===== src/rtl/popcnt_frame_ctrl_if.sv =====
// popcnt_frame_ctrl_if: byte-in / result-out handshake bundle for the frame popcount sequencer
interface popcnt_frame_ctrl_if #(
  parameter int CNT_W = 9,
  parameter int LEN_W = 6
);
  logic             in_valid;
  logic             in_ready;
  logic [7:0]       in_data;
  logic             in_last;
  logic [CNT_W-1:0] thresh;
  logic             res_valid;
  logic             res_ready;
  logic [CNT_W-1:0] res_ones;
  logic [LEN_W-1:0] res_bytes;
  logic             res_err;
  logic             res_above;
  modport master (
    output in_valid, in_data, in_last, thresh, res_ready,
    input  in_ready, res_valid, res_ones, res_bytes, res_err, res_above
  );
  modport slave (
    input  in_valid, in_data, in_last, thresh, res_ready,
    output in_ready, res_valid, res_ones, res_bytes, res_err, res_above
  );
endinterface


===== src/rtl/popcnt_frame_ctrl.sv =====
// popcnt_frame_ctrl: per-frame set-bit counter with byte pipeline, overflow discard and threshold result
module popcnt_frame_ctrl #(
  parameter int MAX_BYTES = 32,
  parameter int CNT_W     = $clog2(MAX_BYTES*8+1),
  parameter int LEN_W     = $clog2(MAX_BYTES+1)
) (
  input  logic                 clk,
  input  logic                 rst_n,
  popcnt_frame_ctrl_if.slave   bus,
  output logic                 busy
);
  typedef enum logic [1:0] {RECV, DISCARD, DRAIN, HOLD} state_t;
  state_t           state_q, state_d;
  logic [LEN_W-1:0] byte_cnt_q, byte_cnt_d;
  logic [CNT_W-1:0] acc_q, acc_d, acc_in;
  logic [CNT_W-1:0] thresh_q, thresh_d;
  logic             err_q, err_d;
  logic             s1_v_q, s1_v_d;
  logic [3:0]       s1_pc_q, s1_pc_d;
  logic [CNT_W-1:0] res_ones_q, res_ones_d;
  logic [LEN_W-1:0] res_bytes_q, res_bytes_d;
  logic             res_err_q, res_err_d;
  logic             res_above_q, res_above_d;
  logic             hs, first;
  // in_ready is forced low while reset is asserted, otherwise open in RECV/DISCARD
  assign bus.in_ready  = rst_n & (state_q == RECV | state_q == DISCARD);
  assign bus.res_valid = state_q == HOLD;
  assign bus.res_ones  = res_ones_q;
  assign bus.res_bytes = res_bytes_q;
  assign bus.res_err   = res_err_q;
  assign bus.res_above = res_above_q;
  assign busy          = state_q != RECV | byte_cnt_q != '0;
  // next state, stage-1 popcount, stage-2 accumulate and result capture
  always_comb begin
    hs          = bus.in_valid & bus.in_ready;
    first       = state_q == RECV & byte_cnt_q == '0;
    acc_in      = acc_q + (s1_v_q ? CNT_W'(s1_pc_q) : '0);
    state_d     = state_q;
    byte_cnt_d  = byte_cnt_q;
    acc_d       = acc_in;
    thresh_d    = thresh_q;
    err_d       = err_q;
    s1_v_d      = 1'b0;
    s1_pc_d     = s1_pc_q;
    res_ones_d  = res_ones_q;
    res_bytes_d = res_bytes_q;
    res_err_d   = res_err_q;
    res_above_d = res_above_q;
    case (state_q)
      RECV: if (hs) begin
        byte_cnt_d = byte_cnt_q + 1'b1;
        s1_v_d     = 1'b1;
        s1_pc_d    = 4'($countones(bus.in_data));
        if (first) begin
          thresh_d = bus.thresh;
          err_d    = 1'b0;
          acc_d    = '0;
        end
        if (bus.in_last) state_d = DRAIN;
        else if (byte_cnt_q == LEN_W'(MAX_BYTES-1)) begin
          state_d = DISCARD;
          err_d   = 1'b1;
        end
      end
      DISCARD: if (hs && bus.in_last) state_d = DRAIN;
      DRAIN: begin
        res_ones_d  = acc_in;
        res_bytes_d = byte_cnt_q;
        res_err_d   = err_q;
        res_above_d = acc_in >= thresh_q;
        state_d     = HOLD;
      end
      HOLD: if (bus.res_ready) begin
        state_d    = RECV;
        byte_cnt_d = '0;
        acc_d      = '0;
      end
      default: state_d = RECV;
    endcase
  end
  // state and datapath registers; async reset drops any partial frame
  always_ff @(posedge clk or negedge rst_n) begin
    if (!rst_n) begin
      state_q     <= RECV;
      byte_cnt_q  <= '0;
      acc_q       <= '0;
      thresh_q    <= '0;
      err_q       <= 1'b0;
      s1_v_q      <= 1'b0;
      s1_pc_q     <= '0;
      res_ones_q  <= '0;
      res_bytes_q <= '0;
      res_err_q   <= 1'b0;
      res_above_q <= 1'b0;
    end else begin
      state_q     <= state_d;
      byte_cnt_q  <= byte_cnt_d;
      acc_q       <= acc_d;
      thresh_q    <= thresh_d;
      err_q       <= err_d;
      s1_v_q      <= s1_v_d;
      s1_pc_q     <= s1_pc_d;
      res_ones_q  <= res_ones_d;
      res_bytes_q <= res_bytes_d;
      res_err_q   <= res_err_d;
      res_above_q <= res_above_d;
    end
  end
endmodule

===== src/flat_wrapper.sv =====
// flat-port wrapper written by rule: the top's interface ports become plain ports
module popcnt_frame_ctrl_flat 
#(
  parameter int MAX_BYTES = 32,
  parameter int CNT_W     = $clog2(MAX_BYTES*8+1),
  parameter int LEN_W     = $clog2(MAX_BYTES+1)
)
  (clk, rst_n, busy, bus_in_valid, bus_in_data, bus_in_last, bus_thresh, bus_res_ready, bus_in_ready, bus_res_valid, bus_res_ones, bus_res_bytes, bus_res_err, bus_res_above);
  popcnt_frame_ctrl_if #(.CNT_W(CNT_W), .LEN_W(LEN_W)) bus_i ();
  input  logic clk;
  input  logic rst_n;
  output logic busy;
  input wire logic [$bits(bus_i.in_valid)-1:0] bus_in_valid;
  input wire logic [$bits(bus_i.in_data)-1:0] bus_in_data;
  input wire logic [$bits(bus_i.in_last)-1:0] bus_in_last;
  input wire logic [$bits(bus_i.thresh)-1:0] bus_thresh;
  input wire logic [$bits(bus_i.res_ready)-1:0] bus_res_ready;
  output wire logic [$bits(bus_i.in_ready)-1:0] bus_in_ready;
  output wire logic [$bits(bus_i.res_valid)-1:0] bus_res_valid;
  output wire logic [$bits(bus_i.res_ones)-1:0] bus_res_ones;
  output wire logic [$bits(bus_i.res_bytes)-1:0] bus_res_bytes;
  output wire logic [$bits(bus_i.res_err)-1:0] bus_res_err;
  output wire logic [$bits(bus_i.res_above)-1:0] bus_res_above;
  assign bus_i.in_valid = bus_in_valid;
  assign bus_i.in_data = bus_in_data;
  assign bus_i.in_last = bus_in_last;
  assign bus_i.thresh = bus_thresh;
  assign bus_i.res_ready = bus_res_ready;
  assign bus_in_ready = bus_i.in_ready;
  assign bus_res_valid = bus_i.res_valid;
  assign bus_res_ones = bus_i.res_ones;
  assign bus_res_bytes = bus_i.res_bytes;
  assign bus_res_err = bus_i.res_err;
  assign bus_res_above = bus_i.res_above;
  popcnt_frame_ctrl #(.MAX_BYTES(MAX_BYTES), .CNT_W(CNT_W), .LEN_W(LEN_W)) u_core (.clk(clk), .rst_n(rst_n), .bus(bus_i), .busy(busy));
endmodule

===== config.mk =====
export PLATFORM = sky130hd
export DESIGN_NAME = popcnt_frame_ctrl_flat
export DESIGN_NICKNAME = d
export VERILOG_FILES = /design/src/rtl/popcnt_frame_ctrl_if.sv /design/src/rtl/popcnt_frame_ctrl.sv /design/src/flat_wrapper.sv
export SDC_FILE = /design/constraint.sdc
export NUM_CORES = 1
export LEC_CHECK = 0
export CELL_PAD_IN_SITES_DETAIL_PLACEMENT = 0
export CELL_PAD_IN_SITES_GLOBAL_PLACEMENT = 1
export CORE_UTILIZATION = 44
export CTS_BUF_LIST = sky130_fd_sc_hd__clkbuf_2 sky130_fd_sc_hd__clkbuf_4 sky130_fd_sc_hd__clkbuf_8
export CTS_CLUSTER_DIAMETER = 150
export CTS_CLUSTER_SIZE = 20
export DETAILED_ROUTE_END_ITERATION = 16
export GPL_ROUTABILITY_DRIVEN = 0
export PLACE_DENSITY_LB_ADDON = 0.1
export SLEW_MARGIN = 20
export SYNTH_ARGS = -nofsm -noshare
export SYNTH_HDL_FRONTEND = slang
export SYNTH_SLANG_ARGS = --single-unit
export TNS_END_PERCENT = 100

===== constraint.sdc =====
create_clock -name clk -period 3.5 [get_ports clk]
set_input_delay 0.875 -clock clk [delete_from_list [all_inputs] [get_ports clk]]
set_output_delay 0.875 -clock clk [all_outputs]
set_load 0.01 [all_outputs]

==> impl_metrics.env, run 1 <==
# yosys + openroad results
export IMPL_cts_tree="done"
export IMPL_drc=0
export IMPL_fin_worst_skew_ps=3.75
export IMPL_drive_gt1_frac=0.125
export IMPL_synth_net_count=292
export IMPL_stdcell_area_sq_um=3360
export IMPL_nNetsFinal=338
export IMPL_dp_cells=354
export IMPL_holdPathStages=2
export IMPL_synthTopLogicFamily="adder cells"
export IMPL_drv_cap=0
export IMPL_leakagePower_nw=1.62
export IMPL_place_ws_ps=-92.5
export IMPL_top_area_cell="dfrtp_1"
export IMPL_initial_core_util=0.460
export IMPL_area_leaders="dfrtp_1 (45%), ha_1 (11%), mux2_2 (6.6%)"
export IMPL_powerComb_mw=1.02
export IMPL_hold_viol=0
export IMPL_cts_root_buf="clkbuf_8"
export IMPL_cts_htree_levels=2
export IMPL_final_cells=362
export IMPL_min_path_type="flop to flop"
export IMPL_comb_cell_share=0.419
export IMPL_cp_common_cell="fa_1"
export IMPL_critPathBufInv=1
export IMPL_ys_sh_aoi=0.119
export IMPL_slew_violations=0
export IMPL_viasPerCell=5.22
export IMPL_syn_inst=240
export IMPL_num_clock_buffers=7
export IMPL_hp_start="u_core.err_q$_DFFE_PN0P_"
export IMPL_crit_required_ps=3690
export IMPL_taps=75
export IMPL_crit_reg2reg_capture="u_core.bus.res_above$_DFFE_PN0P_"
export IMPL_clock_sinks=49
export IMPL_path_depth=7
export IMPL_comb_cells=165
export IMPL_clk_share=0.0358
export IMPL_yosys_area_top_type_share=0.447
export IMPL_place_area_sq_um=3240
export IMPL_die_size_y_microns=80.9
export IMPL_timing_hold_ws_ps=490
export IMPL_ys_warnings_count=0
export IMPL_pg_seq_mw=0.868
export IMPL_n_all_buffers=45
export IMPL_logic_area_sq_um=1410
export IMPL_cpMaxStageDelayCell="fa_1"
export IMPL_r2r_start="u_core.s1_v_q$_DFF_PN0_"
export IMPL_grtUsageMet3=0.0382
export IMPL_drtIter0Drc=121
export IMPL_netlist_top_cells_count="dfrtp_1 (49), ha_1 (25), inv_1 (20), mux2_2 (16), a21oi_1 (15)"
export IMPL_design_core_area_sq_um=5960
export IMPL_yosys_stat_area_sq_um=2740
export IMPL_busiest_layer="met1"
export IMPL_final_util=0.564
export IMPL_simple_gate_area_frac=0.121
export IMPL_p_comb_frac=0.441
export IMPL_synth_seq_cells=49
export IMPL_grt_max_degree=40
export IMPL_period_minus_slack_ps=3250
export IMPL_outcome="completed"
export IMPL_worst_pin_slew_ps=570
export IMPL_edf_count=0
export IMPL_dr_wl_met3_microns=134
export IMPL_syn_area_sq_um=2740
export IMPL_critPathLaunchType="input port"
export IMPL_overflow=0
export IMPL_cts_max_path_buffers=2
export IMPL_relSlewSlack=0.620
export IMPL_r2r_cells=12
export IMPL_syn_avg_cell_area_sq_um=11.4
export IMPL_cp_slowest_stage_delay_ps=470
export IMPL_layout_setup_ws_ps=249
export IMPL_ys_cells=240
export IMPL_die_area_sq_um=6550
export IMPL_clk_latency_ps=300
export IMPL_pwr_share_seq=0.374
export IMPL_p_total_mw=2.32
export IMPL_ys_sh_adder=0.151
export IMPL_wl_met2_mm=2.21
export IMPL_mostFrequentLayoutCell="dfrtp_1"
export IMPL_diodes=0
export IMPL_cts_resized=0
export IMPL_top_power_group="combinational logic"
export IMPL_m1WireLength_mm=2.92
export IMPL_fin_setup_tns_ps=0
export IMPL_clk_pin_slew_ps=90
export IMPL_highest_layer="met4"
export IMPL_internal_power_mw=1.50
export IMPL_bufAreaShareNonClock=0.130
Run 1, signal wires on met2:
Cells faint in the background.
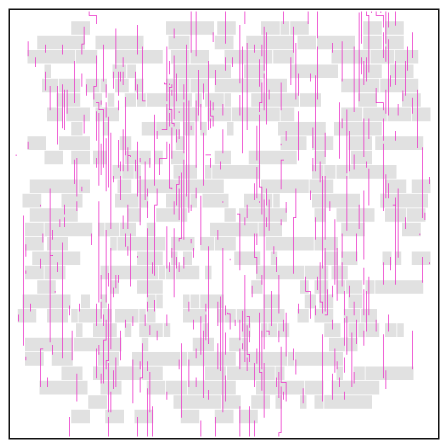
share of all routed wire: 42%
nets with wire on the layer: 285
longest straight run: 30.9 microns
wire length on this layer: 2,210 microns
main direction: vertical
met2 usage: 0.258
via count: 1,891
final WL: 5.32 mm

Run 1, the metal 1 layer:
Supply wires on this layer in gray. Cells faint in the background.
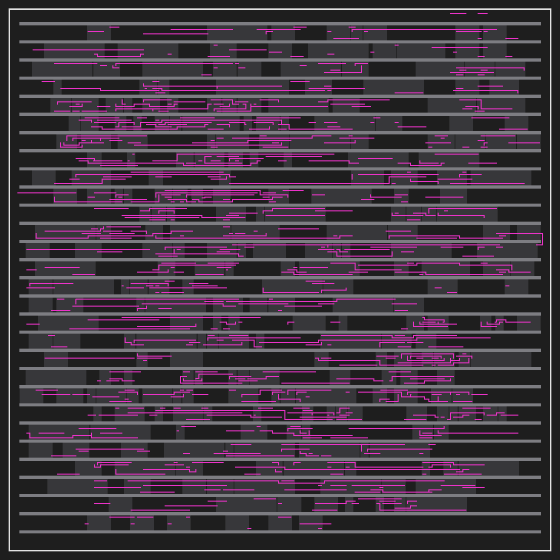
main direction: horizontal
share of all routed wire: 55%
global-route met1 utilization: 0.285

Run 1, wires at chosen ports, followed through buffers:
The bar under the picture is 20 microns long.
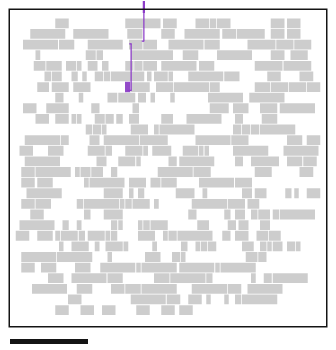
legend:
  `busy`:
    color: purple
    bits: 1
    direction: output
    end_cells: 1
    buffers: 1
    wire: 21.4 microns
Ports: 42
# port buffers: 41

Run 1, routing congestion map:
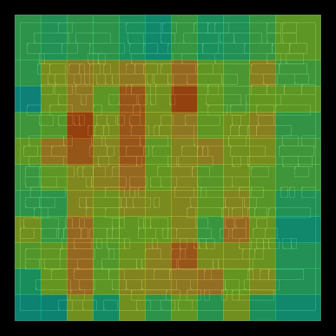

==> run 1 -> run 2 <==
==> constraint.sdc (replaced) <==
create_clock -name clk -period 3.5 [get_ports clk]
set_input_delay 0.7 -clock clk [delete_from_list [all_inputs] [get_ports clk]]
set_output_delay 0.7 -clock clk [all_outputs]
set_load 0.01 [all_outputs]
Run 2, routing congestion map:
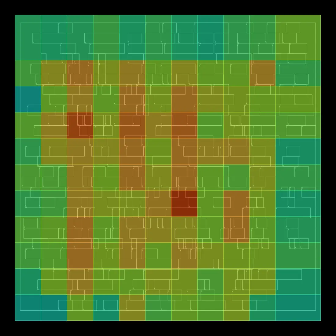
Avg WL per Cell: 15.0 microns
met2 usage: 0.265
grt met3 use: 0.0427

==> impl_metrics.env, run 2 <==
# yosys + openroad results
export IMPL_outcome="completed"
export IMPL_taps=75
export IMPL_logic_area_sq_um=1410
export IMPL_place_area_sq_um=3220
export IMPL_clkPwrFrac=0.150
export IMPL_ys_warnings_count=0
export IMPL_critPathBufInv=1
export IMPL_power_switching_mw=0.833
export IMPL_synth_net_count=292
export IMPL_seq_share=0.371
export IMPL_fin_setup_tns_ps=0
export IMPL_crit_path_end_kind="flop"
export IMPL_nNetsFinal=336
export IMPL_period_used=0.875
export IMPL_grt_max_degree=40
export IMPL_die_area_sq_um=6550
export IMPL_synth_xor_area_share=0.0160
export IMPL_ff_type="dfrtp_1"
export IMPL_place_ws_ps=93.0
export IMPL_fp_dieW_microns=80.9
export IMPL_period_minus_slack_ps=3060
export IMPL_ir_drop_mv=0.353
export IMPL_num_clock_buffers=5
export IMPL_vias=1897
export IMPL_mostFrequentLayoutCell="dfrtp_1"
export IMPL_clock_sinks=49
export IMPL_internal_power_mw=1.39
export IMPL_comb_cells=165
export IMPL_netlist_top_cells_count="dfrtp_1 (49), ha_1 (25), inv_1 (20), mux2_2 (16), a21oi_1 (15)"
export IMPL_cts_htree_levels=2
export IMPL_wl_met2_mm=2.35
export IMPL_synthDistinctLibCells=47
export IMPL_cts_setup_buffers=0
export IMPL_synthTopLogicFamily="adder cells"
export IMPL_dr_wl_met3_microns=170
export IMPL_syn_avg_cell_area_sq_um=11.4
export IMPL_timing_hold_ws_ps=300
export IMPL_synth_seq_cells=49
export IMPL_design_core_area_sq_um=5960
export IMPL_endpoint="u_core.s1_pc_q[2]$_DFFE_PN0P_"
export IMPL_powerDensity_nw_per_um2=672
export IMPL_die_size_y_microns=80.9
export IMPL_cp_common_cell="fa_1"
export IMPL_cp_max_fo=1
export IMPL_seq_area_frac_synth=0.447
export IMPL_r2r_cells=12
export IMPL_clk_pin_slew_ps=90
export IMPL_drv_cap=0
export IMPL_edf_count=0
export IMPL_ys_cells=240
export IMPL_min_path_type="input port to asynchronous set/reset pin"
export IMPL_worst_pin_slew_ps=549
export IMPL_yosys_stat_area_sq_um=2740
export IMPL_overflow=0
export IMPL_crit_family="adder cells"
export IMPL_fin_worst_skew_ps=7.83
export IMPL_cpMaxStageDelayCell="fa_1"
export IMPL_clk_latency_ps=300
export IMPL_finalSetupViolCount=0
export IMPL_cts_root_buf="clkbuf_8"
export IMPL_cts_max_path_buffers=2
export IMPL_drtIter0Drc=76
export IMPL_syn_area_sq_um=2740
export IMPL_initial_core_util=0.460
export IMPL_ys_sh_aoi=0.119
export IMPL_top_area_cell="dfrtp_1"
export IMPL_use_met1=0.278
export IMPL_cts_resized=0
export IMPL_lay_top_cells="dfrtp_1 (49), clkdlybuf4s50_1 (40), ha_1 (25)"
export IMPL_powerComb_mw=1.02
export IMPL_syn_inst=240
export IMPL_slew_violations=0
export IMPL_area_growth_pct=20.7
export IMPL_io_pins=42
export IMPL_grt_pass1_vias=1846
export IMPL_hold_viol=0
export IMPL_yosys_area_top_type_share=0.447
export IMPL_grt_first_pass_wirelength_mm=8.98
export IMPL_p_total_mw=2.22
export IMPL_synth_most_common_cell="dfrtp_1"
export IMPL_max_freq_mhz=327
export IMPL_cts_tree="done"
export IMPL_dp_cells=352
export IMPL_rsz0062_at_grt="no"
export IMPL_cp_arrival_ps=3250
export IMPL_final_cells=360
export IMPL_busiest_layer="met1"
export IMPL_ff_count=49
export IMPL_final_util=0.555
export IMPL_relSlewSlack=0.634
export IMPL_comb_cell_share=0.425
export IMPL_cp_startpoint="bus_in_data[6]"
export IMPL_m1WireLength_mm=2.84
export IMPL_port_buffers=41
export IMPL_drt_first_pass_iters=4
export IMPL_crit_reg2reg_capture="u_core.bus.res_above$_DFFE_PN0P_"
export IMPL_n_all_buffers=43
export IMPL_stdcell_area_sq_um=3310
export IMPL_warning_count=30
export IMPL_postRouteWirelength_mm=5.41
export IMPL_top_power_group="combinational logic"
export IMPL_cp_slowest_stage_delay_ps=470
export IMPL_pwr_share_seq=0.390
export IMPL_powerClk_mw=0.335
export IMPL_synthArstFlopShare=1.00
export IMPL_drc=0
export IMPL_viasPerCell=5.27
export IMPL_critPathLaunchType="input port"
export IMPL_ys_sh_adder=0.151
export IMPL_layout_setup_ws_ps=439
export IMPL_regArea_sq_um=1230
export IMPL_detail_route_antenna_nets=0
export IMPL_pg_seq_mw=0.867
export IMPL_simple_gate_area_frac=0.121
export IMPL_p_comb_frac=0.460
export IMPL_fp_row_count=28
export IMPL_grt_antenna_before_repair=0
export IMPL_n_fill_cell=559
export IMPL_postCtsHoldBufs=0
export IMPL_bufAreaShareNonClock=0.127
export IMPL_n_all_inverters=20
export IMPL_ys_sh_mux=0.106
export IMPL_path_depth=7
export IMPL_p_sw_frac=0.375
export IMPL_leakagePower_nw=1.60
export IMPL_ff2ff_setup_slack_ps=580
export IMPL_r2r_start="u_core.s1_v_q$_DFF_PN0_"
export IMPL_hpwl_mm=4.13
export IMPL_crit_type="input port to flop"
export IMPL_drive_gt1_frac=0.119
export IMPL_highest_layer="met4"
export IMPL_crit_chain="clkdlybuf4s50_1, ha_1, fa_1, fa_1, ha_1, fa_1, mux2_2"
export IMPL_crit_required_ps=3690
export IMPL_clk_share=0.0261
export IMPL_grt_use_total=0.184
export IMPL_area_leaders="dfrtp_1 (45%), ha_1 (11%), mux2_2 (6.6%)"
export IMPL_diodes=0
Run 2, signal wires on met2:
Cells faint in the background.
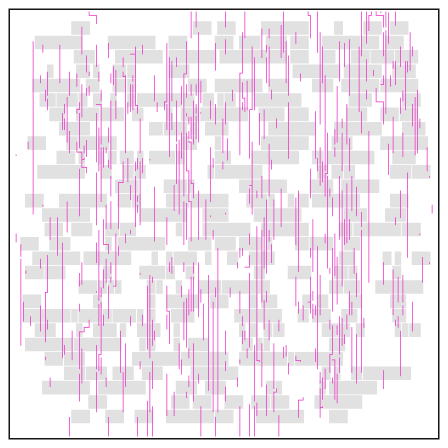

==> run 2 -> run 3 <==
Clock period 3.5 ns to 3.35 ns, I/O delays scaled along.
Run 3, signal wires on met2:
Cells faint in the background.
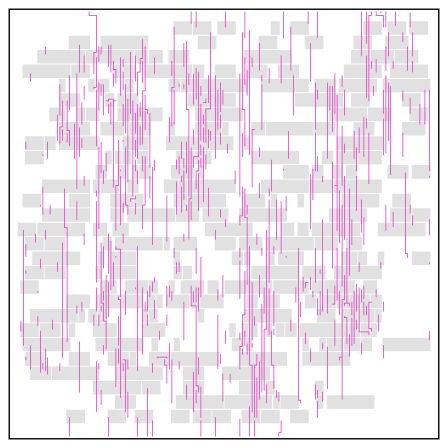
met2 usage: 0.289
via count: 1,929

==> impl_metrics.env, run 3 <==
# yosys + openroad results
export IMPL_outcome="completed"
export IMPL_ys_sh_adder=0.151
export IMPL_pwr_share_seq=0.385
export IMPL_period_minus_slack_ps=3030
export IMPL_period_used=0.903
export IMPL_detail_route_antenna_nets=0
export IMPL_cpMaxStageDelayCell="fa_1"
export IMPL_cp_common_cell="fa_1"
export IMPL_critPathLaunchType="input port"
export IMPL_grt_first_pass_wirelength_mm=9.16
export IMPL_grt_use_total=0.188
export IMPL_p_total_mw=2.36
export IMPL_die_size_y_microns=80.9
export IMPL_yosys_stat_area_sq_um=2740
export IMPL_seq_area_frac_synth=0.447
export IMPL_dr_wl_met3_microns=196
export IMPL_port_buffers=41
export IMPL_final_util=0.559
export IMPL_netlist_top_cells_count="dfrtp_1 (49), ha_1 (25), inv_1 (20), mux2_2 (16), a21oi_1 (15)"
export IMPL_power_switching_mw=0.862
export IMPL_ir_drop_mv=0.371
export IMPL_ys_sh_aoi=0.119
export IMPL_syn_inst=240
export IMPL_grtUsageMet3=0.0337
export IMPL_overflow=0
export IMPL_cp_arrival_ps=3220
export IMPL_io_pins=42
export IMPL_cts_setup_buffers=0
export IMPL_synthTopLogicFamily="adder cells"
export IMPL_stdcell_area_sq_um=3330
export IMPL_fin_worst_skew_ps=6.93
export IMPL_comb_cell_share=0.422
export IMPL_drtIter0Drc=62
export IMPL_syn_area_sq_um=2740
export IMPL_avgRoutedWirePerCell_microns=15.0
export IMPL_yosys_area_top_type_share=0.447
export IMPL_top_area_cell="dfrtp_1"
export IMPL_p_comb_frac=0.451
export IMPL_highest_layer="met4"
export IMPL_layout_setup_ws_ps=324
export IMPL_slew_violations=0
export IMPL_simple_gate_area_frac=0.121
export IMPL_cp_slowest_stage_delay_ps=470
export IMPL_design_core_area_sq_um=5960
export IMPL_ys_cells=240
export IMPL_r2r_cells=12
export IMPL_path_depth=7
export IMPL_fin_setup_tns_ps=0
export IMPL_drive_gt1_frac=0.122
export IMPL_pg_seq_mw=0.908
export IMPL_internal_power_mw=1.50
export IMPL_viasPerCell=5.34
export IMPL_taps=75
export IMPL_powerDensity_nw_per_um2=708
export IMPL_grt_antenna_before_repair=0
export IMPL_drt_first_pass_iters=4
export IMPL_synth_net_count=292
export IMPL_postCtsHoldBufs=0
export IMPL_crit_chain="clkdlybuf4s50_1, ha_1, fa_1, fa_1, ha_1, fa_1, mux2_2"
export IMPL_rsz0062_at_grt="no"
export IMPL_lay_top_cells="dfrtp_1 (49), clkdlybuf4s50_1 (40), ha_1 (25)"
export IMPL_bufAreaShareNonClock=0.128
